<file path="config.mk">
export PLATFORM = sky130hd
export DESIGN_NAME = dmem_arbiter
export DESIGN_NICKNAME = d
export VERILOG_FILES = /design/src/rtl/dmem_arbiter_pkg.sv /design/src/rtl/dmem_arbiter_rr_arb2.sv /design/src/rtl/dmem_arbiter.sv
export SDC_FILE = /design/constraint.sdc
export NUM_CORES = 1
export LEC_CHECK = 0
export CORE_ASPECT_RATIO = 2
export CORE_UTILIZATION = 33
export CTS_BUF_LIST = sky130_fd_sc_hd__clkbuf_8
export DETAILED_ROUTE_END_ITERATION = 6
export GPL_TIMING_DRIVEN = 1
export PLACE_DENSITY = 0.8
export SKIP_CTS_REPAIR_TIMING = 1
export SYNTH_ARGS = -nofsm -noshare
export SYNTH_HDL_FRONTEND = slang
export SYNTH_SLANG_ARGS = --single-unit
</file>
<file path="constraint.sdc">
create_clock -name clk -period 2.15 [get_ports clk]
set_clock_uncertainty 0.05 [all_clocks]
set_input_delay 0.215 -clock clk [delete_from_list [all_inputs] [get_ports clk]]
set_output_delay 0.215 -clock clk [all_outputs]
set_load 0.02 [all_outputs]
</file>
<file path="src/rtl/dmem_arbiter_pkg.sv">
// Shared definitions for the two-port data-memory arbiter: data width and FSM state encodings.
package dmem_arbiter_pkg;

    localparam int DATA_WID = 32;

    typedef enum logic [1:0] {
        DM_IDLE   = 2'd0,
        DM_ACCESS = 2'd1,
        DM_RESP   = 2'd2
    } dm_state_e;

endpackage

</file>
<file path="src/rtl/dmem_arbiter_rr_arb2.sv">
// Two-way round-robin grant with the last_grant register; a lone requester wins immediately.
module dmem_arbiter_rr_arb2 (
    input  logic clk,
    input  logic rst_n,
    input  logic valid0,
    input  logic valid1,
    input  logic accept,
    input  logic accept_port,
    output logic grant0,
    output logic grant1
);

    logic last_grant_q;
    logic last_grant_d;

    // On a tie the port that did not win last time is granted.
    always_comb begin
        grant0       = valid0 & (~valid1 | last_grant_q);
        grant1       = valid1 & (~valid0 | ~last_grant_q);
        last_grant_d = accept ? accept_port : last_grant_q;
    end

    always_ff @(posedge clk or negedge rst_n) begin
        if (!rst_n) begin
            last_grant_q <= 1'b1;
        end else begin
            last_grant_q <= last_grant_d;
        end
    end

endmodule

</file>
<file path="src/rtl/dmem_arbiter.sv">
// Sequences one memory transaction at a time from two requesters: IDLE -> ACCESS -> RESP.
// Strobes and responses are registered; errors never touch the memory.
module dmem_arbiter
    import dmem_arbiter_pkg::*;
#(
    parameter int DATA_W    = DATA_WID,
    parameter int MEM_DEPTH = 11
) (
    input  logic              clk,
    input  logic              rst_n,
    input  logic              req0_valid,
    output logic              req0_ready,
    input  logic              req0_read,
    input  logic              req0_write,
    input  logic [DATA_W-1:0] req0_addr,
    input  logic [DATA_W-1:0] req0_wdata,
    input  logic              req1_valid,
    output logic              req1_ready,
    input  logic              req1_read,
    input  logic              req1_write,
    input  logic [DATA_W-1:0] req1_addr,
    input  logic [DATA_W-1:0] req1_wdata,
    output logic              rsp_valid,
    output logic              rsp_port,
    output logic [DATA_W-1:0] rsp_valM,
    output logic              rsp_err,
    output logic              mem_read,
    output logic              mem_write,
    output logic [DATA_W-1:0] mem_addr,
    output logic [DATA_W-1:0] mem_wdata,
    input  logic [DATA_W-1:0] mem_rdata,
    output logic [1:0]        dbg_state
);

    localparam logic [DATA_W-1:0] MAX_ADDR = DATA_W'(MEM_DEPTH - 1);

    dm_state_e         state_q, state_d;
    logic              idle_q, idle_d;
    logic              port_q, port_d;
    logic              err_q, err_d;
    logic              mem_read_q, mem_read_d;
    logic              mem_write_q, mem_write_d;
    logic [DATA_W-1:0] mem_addr_q, mem_addr_d;
    logic [DATA_W-1:0] mem_wdata_q, mem_wdata_d;
    logic              rsp_valid_q, rsp_valid_d;
    logic              rsp_port_q, rsp_port_d;
    logic [DATA_W-1:0] rsp_valm_q, rsp_valm_d;
    logic              rsp_err_q, rsp_err_d;

    logic              grant0, grant1;
    logic              hs0, hs1, hs;
    logic              sel_port, sel_read, sel_write, req_err;
    logic [DATA_W-1:0] sel_addr, sel_wdata;

    dmem_arbiter_rr_arb2 u_arb (
        .clk         (clk),
        .rst_n       (rst_n),
        .valid0      (req0_valid),
        .valid1      (req1_valid),
        .accept      (hs),
        .accept_port (sel_port),
        .grant0      (grant0),
        .grant1      (grant1)
    );

    // Handshake rule: a request is taken on the rising edge where reqX_valid & reqX_ready.
    // idle_q is a registered copy of "in IDLE" that stays low through reset, so ready is
    // never offered while rst_n is asserted.
    assign req0_ready = idle_q & grant0;
    assign req1_ready = idle_q & grant1;

    always_comb begin
        hs0       = req0_valid & req0_ready;
        hs1       = req1_valid & req1_ready;
        hs        = hs0 | hs1;
        sel_port  = hs1;
        sel_read  = hs1 ? req1_read  : req0_read;
        sel_write = hs1 ? req1_write : req0_write;
        sel_addr  = hs1 ? req1_addr  : req0_addr;
        sel_wdata = hs1 ? req1_wdata : req0_wdata;
        // Unsigned full-width compare: an all-ones address is out of range, not a wrap.
        req_err   = (sel_addr > MAX_ADDR) | (sel_read & sel_write);
    end

    always_comb begin
        state_d     = state_q;
        port_d      = port_q;
        err_d       = err_q;
        mem_read_d  = 1'b0;
        mem_write_d = 1'b0;
        mem_addr_d  = '0;
        mem_wdata_d = '0;
        rsp_valid_d = 1'b0;
        rsp_port_d  = 1'b0;
        rsp_valm_d  = '0;
        rsp_err_d   = 1'b0;
        case (state_q)
            DM_IDLE: begin
                if (hs) begin
                    state_d     = DM_ACCESS;
                    port_d      = sel_port;
                    err_d       = req_err;
                    // Strobes are registered, so they are decided here and live for ACCESS only.
                    mem_read_d  = sel_read & ~req_err;
                    mem_write_d = sel_write & ~req_err;
                    if ((sel_read | sel_write) & ~req_err) begin
                        mem_addr_d = sel_addr;
                    end
                    if (sel_write & ~req_err) begin
                        mem_wdata_d = sel_wdata;
                    end
                end
            end
            DM_ACCESS: begin
                state_d     = DM_RESP;
                rsp_valid_d = 1'b1;
                rsp_port_d  = port_q;
                rsp_err_d   = err_q;
                rsp_valm_d  = mem_read_q ? mem_rdata : '0;
            end
            DM_RESP: begin
                state_d = DM_IDLE;
            end
            default: begin
                state_d = DM_IDLE;
            end
        endcase
        idle_d = (state_d == DM_IDLE);
    end

    always_ff @(posedge clk or negedge rst_n) begin
        if (!rst_n) begin
            state_q     <= DM_IDLE;
            idle_q      <= 1'b0;
            port_q      <= 1'b0;
            err_q       <= 1'b0;
            mem_read_q  <= 1'b0;
            mem_write_q <= 1'b0;
            mem_addr_q  <= '0;
            mem_wdata_q <= '0;
            rsp_valid_q <= 1'b0;
            rsp_port_q  <= 1'b0;
            rsp_valm_q  <= '0;
            rsp_err_q   <= 1'b0;
        end else begin
            state_q     <= state_d;
            idle_q      <= idle_d;
            port_q      <= port_d;
            err_q       <= err_d;
            mem_read_q  <= mem_read_d;
            mem_write_q <= mem_write_d;
            mem_addr_q  <= mem_addr_d;
            mem_wdata_q <= mem_wdata_d;
            rsp_valid_q <= rsp_valid_d;
            rsp_port_q  <= rsp_port_d;
            rsp_valm_q  <= rsp_valm_d;
            rsp_err_q   <= rsp_err_d;
        end
    end

    assign mem_read  = mem_read_q;
    assign mem_write = mem_write_q;
    assign mem_addr  = mem_addr_q;
    assign mem_wdata = mem_wdata_q;
    assign rsp_valid = rsp_valid_q;
    assign rsp_port  = rsp_port_q;
    assign rsp_valM  = rsp_valm_q;
    assign rsp_err   = rsp_err_q;
    assign dbg_state = state_q;

endmodule

</file>
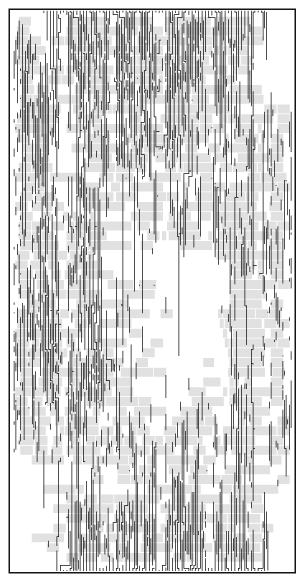
Fig. 1. M2 wires (run 1).
Cells faint in the background.
share of all routed wire: 56%
longest straight run: 58.5 um
wire length on this layer: 8180 um
main direction: vertical

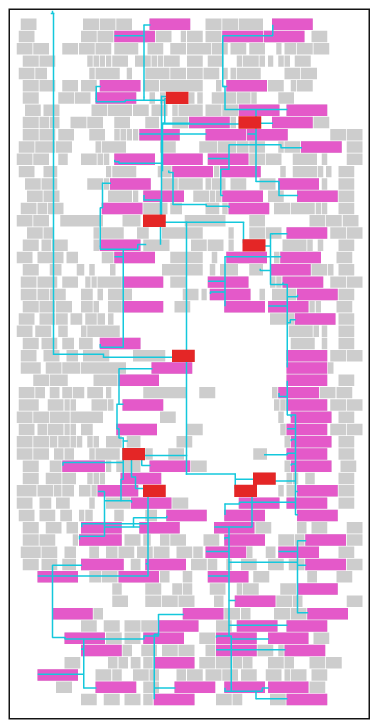
Fig. 2. Clock wires, drivers and flops (run 1).
[flip-flops] magenta | count: 106
[clock wires] cyan | length: 1170 um
[cells driving clock nets] red | count: 9
routed clock nets: 10

==> results.txt, run 1 <==
Synthesis and PnR results.

- In this run the number of H-tree levels came out at 3.
- The run finished with clean final reports.
- The number of instances in the synthesized netlist reads 327.
- The sequential element share of the synthesized area reads 67.1%.
- The most common cell in the netlist reads sky130_fd_sc_hd__dfrtp_1.
- The end-of-flow timing check tallies setup violations at 0.
- The share of cells above drive strength 1 is between 10 and 15%.
- Global routing used 21.9% of the available tracks.
- Per the power-grid run, VDD falls by no more than 512 uV.
- The mapped cell area reads ~0.0040 mm2.
- The number of different library cells used by synthesis comes to 32.
- The critical register-to-register path startpoint is dbg_state[0].
- The number of antenna diodes in the final layout is 0.
- By count the netlist is led by sky130_fd_sc_hd__dfrtp_1, sky130_fd_sc_hd__nand2_1, sky130_fd_sc_hd__and3_1, sky130_fd_sc_hd__a221oi_1, sky130_fd_sc_hd__clkbuf_1.
- The class of the tightest hold or removal check is in2async.
- The clock transition at the registers of the reported paths reads 100 ps.
- Dividing the detail-routed via count by the number of cells gives 4.90.
- The maximum fanout count along the critical path is 7.
- The cell count in the Yosys report is 327.
- The area fraction in xor and xnor cells reads 0%.
- The shortest clock period the worst path allows after layout reads 2120 ps.
- The length of routed met3 wiring is between 700 and 800 um.
- The highest signal layer in the routed design reads met4.
- The area of the chip is 0.0125 mm2.
- The global-route congestion overflow total is 0.
- The met2 wire length is approximately 8200 um.
- The total I/O pin count reads between 200 and 300.
- The setup slack after placement reads -434 ps.
- The CTS root buffer is sky130_fd_sc_hd__clkbuf_8.
- The static leakage is roughly 0.0034 uW.
- The synthesis-to-layout area growth reads 93.0%.
- The number of antenna violations at the first check in global routing is 0.
- The number of warning messages in the logs reads 26.
- The cell with the biggest individual delay on the critical path is sky130_fd_sc_hd__or4_4.
- The delay of the slowest cell on the worst path is 540 ps.
- Once detailed placement completed, the half-perimeter wirelength came to 10800 um.
- Leaving out fill and tap cells, the most frequent cell in the layout is sky130_fd_sc_hd__clkdlybuf4s50_1.
- The final-stage net count reads 812.
- At the worst endpoint, the required time is roughly 2400 ps.
- The weighted congestion at the end of routability-driven global placement reads 0.860.
- TritonCTS built the clock tree.
- In this run the critical register-to-register path is captured at mem_wdata[29].
- The global-route wire length before repair reads 20200 um.
- The most used flip-flop cell reads sky130_fd_sc_hd__dfrtp_1.
- Before placement the cells fill approximately 34% of the core.
- The total number of vias reads 3887.
- The category of the critical setup timing path is reg2reg.
- The pin count of the biggest net entering global routing reads 55.
- The dominant kind of combinational cell reads simple AND/OR/NAND/NOR gates.
- After Yosys synthesis, full adders, half adders and majority gates account for 0% of the synthesized area.
- The area share of the leading cell type in the synthesized netlist reads 66.4%.
- The critical path startpoint category is a register.
- Per the post-synthesis stats, the area per cell is 12.1 um2.
- The basic-gate share of the synthesized area counting and, or, nand and nor cells reads 16.8%.
- The vertical die dimension is roughly 160 um.
- For reference, the critical path is launched at dbg_state[0].
- The register bit total from synthesis is 106.
- The post-detailed-route count of antenna-violating nets is 0.
- Endpoints failing hold in the final report were tallied at 0.
- The count of input and output buffers is between 200 and 300.
- Buffers inserted during clock tree synthesis total 9.
- The yosys synthesis chip area reads 0.00396 mm2.
- In this run the power density over the cells is 618 mW/mm2.
- The highest attainable clock frequency reads 0.472 GHz.
- The main area contributors are sky130_fd_sc_hd__dfrtp_1, sky130_fd_sc_hd__nand2_1, sky130_fd_sc_hd__a221oi_1.
- The kind of end point of the critical path is a register.
- In this design, the critical path's most frequently occurring cell is sky130_fd_sc_hd__or2_4.
- Of the post-synthesis cell area, the part taken by muxes is 0%.
- The overall routed net length is 14600 um.
- The most common logic cells in the final layout are sky130_fd_sc_hd__clkdlybuf4s50_1, sky130_fd_sc_hd__dfrtp_1, sky130_fd_sc_hd__nand2_1.
- The report puts the cell count of the worst reg-to-reg path at 5.
- The number of DRC markers after the initial detailed-route iteration reads 178.
- The clock passes through at most 2 buffers.
- The routed length per instance is 18.4 um.
- The number of enable flip-flop cells reads 0.
- The setup slack of the critical path after layout is 33.6 ps.
- The via count of the first global-routing pass reads 4020.
- During synthesis, Yosys emitted a total of 0 warnings.
- The part of the cycle the worst path needs reads approximately 98%.
- The post-synthesis compound-gate area fraction is 12.5%.
- The data arrival time of the critical path is 2340 ps.
- The final setup TNS is 0 ps.
- The count of placed standard cells including taps reads 770.
- The iteration count recorded for the first detailed-route pass is 4.
- For this run, asynchronously set or reset flops after synthesis account for 100%.
- The area inside the core boundary is ~0.012 mm2.
- The max-slew violation count is 0.
- The row count is 56.
- In this run the critical path is formed by or2_4 -> or2_4 -> or4_4 -> clkbuf_16 -> a221oi_2.
- The max-cap violation count is 0.
- In this run the horizontal extent of the chip is slightly below 80 um.
- The clock insertion delay at the later pin of the skew report is between 300 and 400 ps.
- The slack of the worst reg-to-reg path is 30 ps.
- CTS saw 106 sinks.
- The DRC violation count after routing is 0.
- After detailed routing, the wire length on met1 is 4770 um.
- The final instance count without filler cells is approximately 790.
- The cell taking the most area after synthesis is sky130_fd_sc_hd__dfrtp_1.
- The sum of internal, switching and leakage power reads 4720 uW.
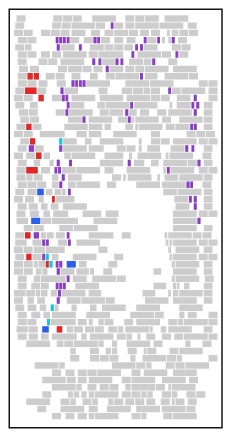
Fig. 3. Gate families picked out (run 1).
[AND-OR and OR-AND gates] blue | cells: 4 | where: west
[NOR gates] red | cells: 13
[inverters] cyan | cells: 5
[NAND gates] purple | cells: 78

[run 1: per-layer routing]
layer / global-route usage, % / vias to the layer above
li1: - / 1774
met2: 40.6 / 212
met3: 4.49 / 49
met5: 0 / -
met4: 13.8 / 0
met1: 21.3 / 1852
[run 1: cell type report]
type	count	area (um2)
Tap cell	145	181
Sequential cell	106	2660
Clock buffer	9	124
Inverter	5	18.8
Clock inverter	7	63.8
Multi-Input combinational cell	217	1470
Timing Repair Buffer	305	3120
Fill cell	897	4060
[run 1: cells by family after synthesis]
kind of cell,Yosys count
other,1
buffers and inverters,31
AND/OR/NAND/NOR,136
AND-OR/OR-AND,53
flip-flops,106
[run 1: worst max-delay path: cells and delay by family, from the launching register on]
kind                   cells  cell delay (ps)
AOI/OAI and AO/OA          1              280
buffers and inverters      1              220
DFF                        1              430
and+or+nand+nor            3             1030
[run 1: stage by stage]
stage	utilization (%)	cell area [um2]	hold WS, ps
after detailed placement	60.9	7130	94.5
after global placement	60.9	7130	84.7
after floorplan	-	4070	-131
after CTS	62.5	7320	-318
after global routing	65.3	7640	264
final	65.3	7640	244
[run 1: where the power goes]
part / internal (uW) / total, uW / switching [uW]
clock network: 441 / 1160 / 716
registers: 2080 / 2130 / 47.0
logic: 683 / 1430 / 748
total: 3210 / 4720 / 1510
[run 1: worst max path at each step]
stage,slack [ps],to
after CTS,-60,mem_wdata[29]
after floorplan,10,mem_wdata[18]
after global placement,-340,mem_addr[0]
after global routing,-5,mem_wdata[17]
final,30,mem_wdata[29]
after detailed placement,-430,mem_wdata[29]
--- run 2 (diff from run 1) ---
- CORE_UTILIZATION: 33 -> 36
- PLACE_DENSITY: 0.8 -> 0.83
- SETUP_SLACK_MARGIN: default -> 0.5
- SLEW_MARGIN: default -> 0
- clock period: 2.15 -> 2.4 ns (I/O delays scaled with it)
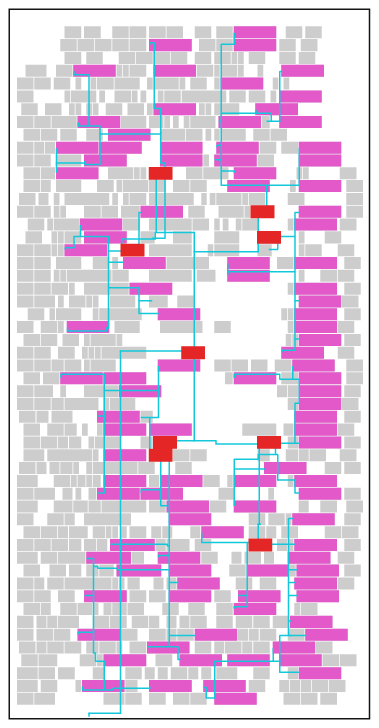
Fig. 4. Clock wires, drivers and flops (run 2).
[clock wires] cyan | length: 1030 um
[cells driving clock nets] red | count: 9
[flip-flops] magenta | count: 106
routed clock nets: 10

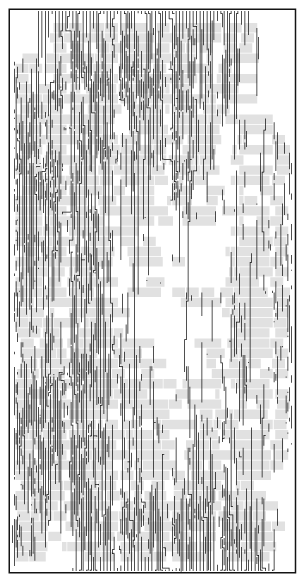
Fig. 5. M2 wires (run 2).
Cells faint in the background.
main direction: vertical
wire length on this layer: 8120 um
longest straight run: 67.3 um
share of all routed wire: 58%
nets with wire on the layer: 712

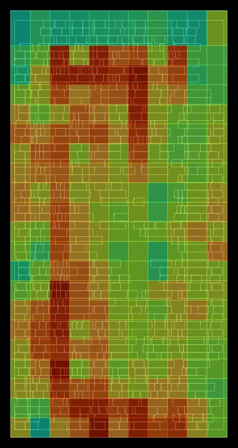
Fig. 6. Track usage over the die (run 2).
most heavily used metal layer in global routing: met2
global router's overall resource usage: 22.7%

==> run 2 against run 1 <==
Effect of this change:
- routed wire length decreased by 3.3%
- sequential share of layout area is 0.51 points lower
- global-route usage grew 0.81 points
- flip-flop count unchanged
- clock-buffer cell count rose by 1
- hold slack got worse by 38 ps
- non-clock buffer count shrank 6
- total power shrank 11%
- largest power group unchanged
- worst setup slack improved by 240 ps
==> results.txt, run 2 <==
Synthesis and PnR results.

- The register bit total from synthesis reads 106.
- The area share of the leading cell type in the synthesized netlist is 66.4%.
- Among all stages on the critical path, the largest delay is contributed by sky130_fd_sc_hd__or4_4.
- The worst supply voltage drop on vdd reads 374 uV.
- In this run the tools logged warnings totalling 28.
- The synthesized design contains 0 enable-type register cells.
- Synthesis instantiated 32 different standard cells from the library.
- The CTS root buffer reads sky130_fd_sc_hd__clkbuf_8.
- The run finished with clean final reports.
- The routed length per instance reads 18.1 um.
- Entering global routing, the biggest net connects between 40 and 50 pins.
- The cell count of the worst reg-to-reg path reads 5.
- After floorplanning, the core was sized to cover 0.0106 mm2.
- The routed via count divided by cell count is 4.97.
- The global-route wire length before repair reads between 15000 and 20000 um.
- Setup repair after global routing could not meet its margin everywhere.
- The number of antenna violations at the first check in global routing is 0.
- In the post-synthesis netlist, the cell with the most instances is sky130_fd_sc_hd__dfrtp_1.
- Relative to the synthesized area, the layout overhead comes to 95.9%.
- After synthesis, the cell types taking the most area are sky130_fd_sc_hd__dfrtp_1, sky130_fd_sc_hd__nand2_1, sky130_fd_sc_hd__a221oi_1.
- The weighted congestion at the end of routability-driven global placement reads roughly 0.88.
- The most frequently placed logic cell in the final layout is sky130_fd_sc_hd__clkdlybuf4s50_1.
- The clock tree synthesis step divided the H-tree into 3 levels.
- After the last flow step, the layout net total stands at 806.
- The synthesized netlist has a Yosys-reported chip area of 0.00396 mm2.
- The area of the chip is approximately 0.011 mm2.
- The sequential element share of the synthesized area reads approximately 67%.
- The post-detailed-placement half-perimeter wirelength reads between 10000 and 15000 um.
- The part of the cycle the worst path needs reads 88.8%.
- Per the post-route antenna check, the number of violating nets is 0.
- The met2 wire length reads 8120 um.
- The number of setup violations in the final report reads 0.
- The maximum fanout count along the critical path reads 7.
- The cell that appears most often on the critical path is sky130_fd_sc_hd__or4_4.
- The buffer depth of the longest clock path reads 2.
- The vertical die dimension reads 150 um.
- The detailed-routing iteration count for the pre-antenna-repair pass is 4.
- The final-report hold violation count reads 0.
- The critical hold path startpoint is req1_addr[0].
- The cell area that synthesis handed to floorplanning was 0.00396 mm2.
- The CTS sink count reads 106.
- The proportion of synthesized flip-flops having asynchronous set or reset is 100%.
- The most used flip-flop cell reads sky130_fd_sc_hd__dfrtp_1.
- The total I/O pin count reads 273.
- Adding up every negative setup slack in the final design gives 0 ps.
- Ranked by instance count, the synthesized netlist is headed by sky130_fd_sc_hd__dfrtp_1, sky130_fd_sc_hd__nand2_1, sky130_fd_sc_hd__and3_1, sky130_fd_sc_hd__a221oi_1, sky130_fd_sc_hd__clkbuf_1.
- The category of the critical setup timing path is in2reg.
- The antenna cell count reads 0.
- Power spread over the standard cell area amounts to 540 mW/mm2.
- The total number of vias reads 3877.
- The cell count in the Yosys report reads 327.
- The worst reg2reg path endpoint is mem_wdata[3].
- Summed over all cells, the static leakage comes to 0.00361 uW.
- The delay of the slowest cell on the worst path is 660 ps.
- The slack of the worst reg-to-reg path reads roughly 290 ps.
- The number of CTS-inserted buffers is 9.
- The final instance count without filler cells reads 780.
- The worst hold path depth reads 3.
- Each instance of the synthesized netlist takes up on average approximately 12 um2.
- The DRC violation count after routing reads 0.
- The data required time reported for the critical path is 2610 ps.
- The critical path startpoint category is a primary input.
- The number of DRC markers after the initial detailed-route iteration is 158.
- In this build the clock could be raised as far as 0.469 GHz.
- The class of the tightest hold or removal check is in2reg.
- The max-cap violation count reads 0.
- The via count of the first global-routing pass was 3931.
- The share of cells above drive strength 1 is 14.6%.
- The number of instances in the synthesized netlist is 327.
- The number of synthesis warnings is 0.
- Looking at area per cell type in the netlist, the leader is sky130_fd_sc_hd__dfrtp_1.
- The max-slew violation count is 0.
- The sum of internal, switching and leakage power reads about 4200 uW.
- The global-route congestion overflow total is 0.
- The count of input and output buffers reads 272.
- The critical path goes through dlymetal6s2s_1 -> or4_4 -> a221o_1 -> or4_4 -> clkbuf_16 -> a221oi_2.
- According to the timing report, the arrival time at the worst endpoint equals 2340 ps.
- In this run the top signal layer used is met4.
- Row generation in the floorplan step produced 53 rows.
- The core utilization at floorplan reads a little under two fifths.
- The count of placed standard cells including taps reads 751.
- The routed metal-1 wire length is roughly 4600 um.
- The critical register-to-register path startpoint reads rsp_valid.
- Wire segments on met3 add up to 755 um in the final route.
- The clock transition at the registers of the reported paths reads around 100 ps.
- The floorplan step set the die width to roughly 76 um.
- The shortest clock period the worst path allows after layout reads 2130 ps.
- The overall routed net length is 14100 um.
- Cells fill 73.0% of the core in the end.
- The worst setup path is captured at a register.
- The clock insertion delay at the later pin of the skew report reads 360 ps.
- The endpoint with the worst hold slack reads mem_addr[0].
- Ranking logic cells in the layout by count gives the top entries sky130_fd_sc_hd__clkdlybuf4s50_1, sky130_fd_sc_hd__dfrtp_1, sky130_fd_sc_hd__nand2_1.
- The clock tree from TritonCTS is yes.
run 2: cell counts after synthesis:
No cell type changed its count.
run 2: metal layers:
| metal | track usage (%) | vias up |
|---|---|---|
| met4 | 9.62 | 0 |
| met3 | 4.00 | 43 |
| met5 | 0 | - |
| met1 | 22.8 | 1834 |
| met2 | 45.1 | 242 |
| li1 | - | 1758 |
run 2: cells by family after synthesis:
logic type      count (synthesis)  share of synthesized area [%]
simple gates                  136                           16.8
buf+inv                        31                           3.48
other cells                     1                         0.0948
compound gates                 53                           12.5
flops                         106                           67.1
run 2: worst max-delay path by stage:
stage	depth (start not counted)	end	from
floorplan	6	mem_wdata[18]	dbg_state[0]
detailed placement	6	mem_wdata[0]	req1_addr[20]
finish	6	mem_wdata[3]	req1_addr[14]
global placement	6	mem_wdata[12]	req1_addr[20]
CTS	5	mem_wdata[30]	rsp_valid
global route	5	mem_wdata[5]	rsp_valid
run 2: worst max-delay path: cells and delay by family:
kind,cells,cell delay (ps)
simple gates,2,1190
compound gates,2,550
buf+inv,2,350
run 2: area by class of cell:
class,instances,area [um2]
Clock buffer,10,138
Fill cell,714,2860
Timing Repair Buffer,299,3130
Tap cell,137,171
Sequential cell,106,2660
Inverter,5,18.8
Clock inverter,6,48.8
Multi-Input combinational cell,217,1590
run 2: report_power, final:
group          total, uW  internal, uW  switching (uW)
Combinational       1270           563             703
Clock               1010           417             592
Sequential          1910          1870            40.8
Total               4180          2850            1340
run 2: metrics by stage:
| step | cell area [um2] | hold slack [ps] | setup WS [ps] |
|---|---|---|---|
| final | 7750 | 206 | 269 |
| after global routing | 7750 | 213 | 242 |
| after CTS | 7210 | -226 | 184 |
| after detailed placement | 7020 | 180 | -188 |
| after global placement | 7020 | 175 | -92.0 |
| after floorplan | 4070 | -106 | 272 |
Power figures rest on the tool's default switching activity, not on a simulated workload.
